Fig. 1: metal layers overlaid
Only two layers are drawn.
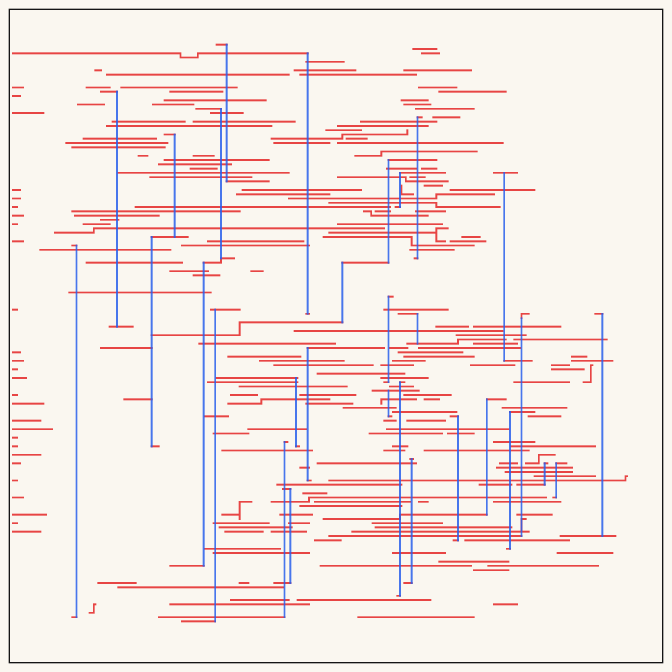
Fig. 2: routing congestion
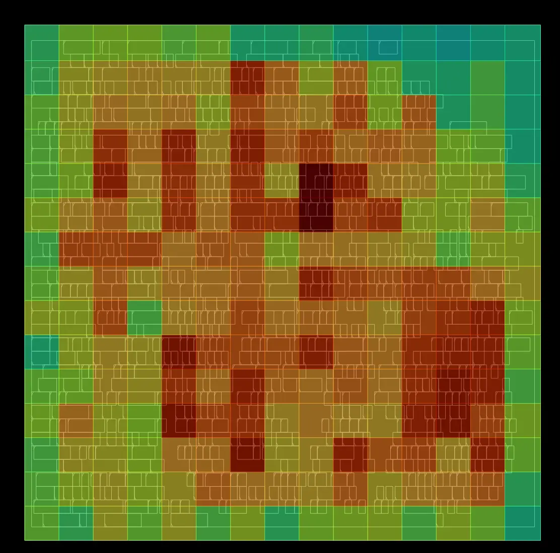
Fig. 3: pin placement
Pins as bars across the die edge, other pins in grey.
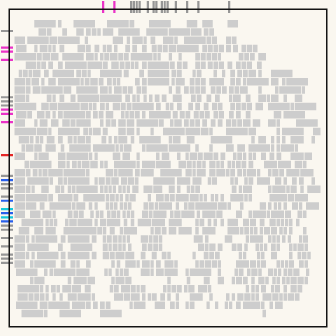
Design cpu_datapath, sky130hd; sources not shown.
==> flow_summary.json <==
{
  "outcome": "completed",
  "cap_violations": 0,
  "path_cells": "inv_1 > ha_1 > inv_1 > fa_1 > inv_1 > nand2_1 > nor2_1 > nand3_2 > nor2_4 > nand3_1 > nand2_1 > nand2_1 > nand2_1 > o2111ai_1 > nor3_2 > ha_1 > xor2_1 > xor2_1 > o21ai_0 > inv_1",
  "max_freq_mhz": 290,
  "ctsResizeCount": 0,
  "core_area_um2": 9910,
  "clock_skew_ns": 0.0155,
  "ys_chip_area_um2": 5910,
  "syn_area_per_cell_um2": 6.41,
  "synth_nets": 987,
  "gp_congestion": 1.03,
  "crit_path_start_kind": "flip-flop",
  "finalNetCount": 1023,
  "logic_family": "AND-OR/OR-AND gates",
  "synth-main-ff-cell": "dfxtp_1",
  "rows": 36,
  "synth_stat.cells": 922,
  "cts.sinks": 69,
  "place_ws_ns": 0.324,
  "simple_gate_share_pct": 24.0,
  "cp.arrival_ns": 3.70,
  "grt_pass1_vias": 5823,
  "reg2regPathDepth": 20,
  "rsz0062_at_grt": "false",
  "numCtsBuffers": 9,
  "async_reset_ff_share_pct": 0,
  "mux_area_share_pct": 0,
  "ys_seq_share_pct": 23.4,
  "hold_depth": 2,
  "setup_viol": 0,
  "edf_count": 0,
  "grt_pass1_wl_mm": 29.8,
  "path_clk_slew_ns": 0.08,
  "top_area_cell": "dfxtp_1",
  "area_growth_pct": 14.8,
  "synth_cell_type_count": 42,
  "timing_hold_violations_final": 0,
  "largest_reg_flops": 32
}
-- Fig. 1 (at the start) --
met4: in blue, wire length 705 um. met3: in red, wire length 2420 um.
Vias: 6712
GRT Total Usage: 34.8%
Wirelength per Cell: 17.2 um

-- Fig. 2 (at the start) --
final core utilization: 68.4%
gr busiest metal: met2
M1 GR Usage: 49.8%
met2 usage: 50.7%

-- Fig. 3 (at the start) --
`o_dbg_state`: in cyan, pins 2, direction output, edge west. `i_cmd_op`: in blue, pins 4, direction input, edge west. `o_ng`: in red, pins 1, direction output, edge west. `i_ld_data`: in magenta, pins 8, direction input, edge 6 west, 2 north.
Die H: 104 um
Port-buffer cells: 43
Die Wd: 104 um

[final cells by class]
class | instances | area (um^2) | share of cell area (%)
clock buffer | 9 | 124 | 1.83
clock inverter | 7 | 73.8 | 1.09
inverter | 158 | 593 | 8.75
multi-input combinational | 659 | 3770 | 55.7
sequential | 69 | 1380 | 20.4
tap | 133 | 166 | 2.46
timing repair buffer | 61 | 666 | 9.82
[power breakdown]
part	internal (mW)	switching [mW]
registers	0.792	0.0553
clock network	0.313	0.315
logic	0.346	0.689
total	1.45	1.06
[logic make-up after synthesis]
group / Yosys count
xor gates and xnor gates: 7
adders and majority gates: 38
and+or+nand+nor: 310
DFF: 69
AOI/OAI and AO/OA: 304
buffers and inverters: 194
[metal layers]
layer | share of wire [%] | GRT usage (%) | vias up
met5 | 0 | 0 | -
met4 | 3.7 | 15.6 | 0
met3 | 13 | 5.98 | 63
met2 | 41 | 50.7 | 492
met1 | 42 | 49.8 | 2949
li1 | - | - | 3208
[critical path: cells and delay by family, from the launching register on]
family,cells,cell delay (ns)
buffers and inverters,4,0.44
AND-OR/OR-AND,2,0.27
XOR/XNOR,2,0.31
flip-flops,1,0.46
AND/OR/NAND/NOR,9,0.88
adder cells (fa/ha/maj),3,0.98
[per-stage QoR]
stage	hold WS, ns	std cells	total power, mW	area, um^2
2_1_floorplan	0.468	922	1.58	5920
3_3_place_gp	0.461	1080	1.86	6580
3_5_place_dp	0.476	1080	1.86	6580
4_1_cts	0.493	1096	2.48	6780
5_1_grt	0.516	1096	2.64	6780
6_report	0.489	1096	2.51	6780
[cells in the final DEF, fill, tap and decap left out, types with 2 or more instances in the layout]
cell             count
ha_1                36
o21ai_1              3
buf_4               18
clkbuf_8             9
dfxtp_1             69
a21oi_1            107
o211ai_1            38
o21ai_0             91
buf_12              10
nor3_2               5
a21oi_2              4
o221ai_1             5
nand3_1             59
nor2_1              59
clkinv_2             2
o21bai_1             2
xnor2_1              2
nor3_1              13
nand2_1            132
inv_1              146
nor4_2               2
nand4_1              9
nor2_2               6
clkinv_4             2
o22ai_1             16
fa_1                 2
a21oi_4              2
a211oi_1            24
a221oi_1             5
xor2_1               5
nand2_2             15
nor4_1               3
o2111ai_1            4
nand3_2              2
nor2_4               2
inv_2               11
clkdlybuf4s50_1     33
Power figures rest on the tool's default switching activity, not on a simulated workload.
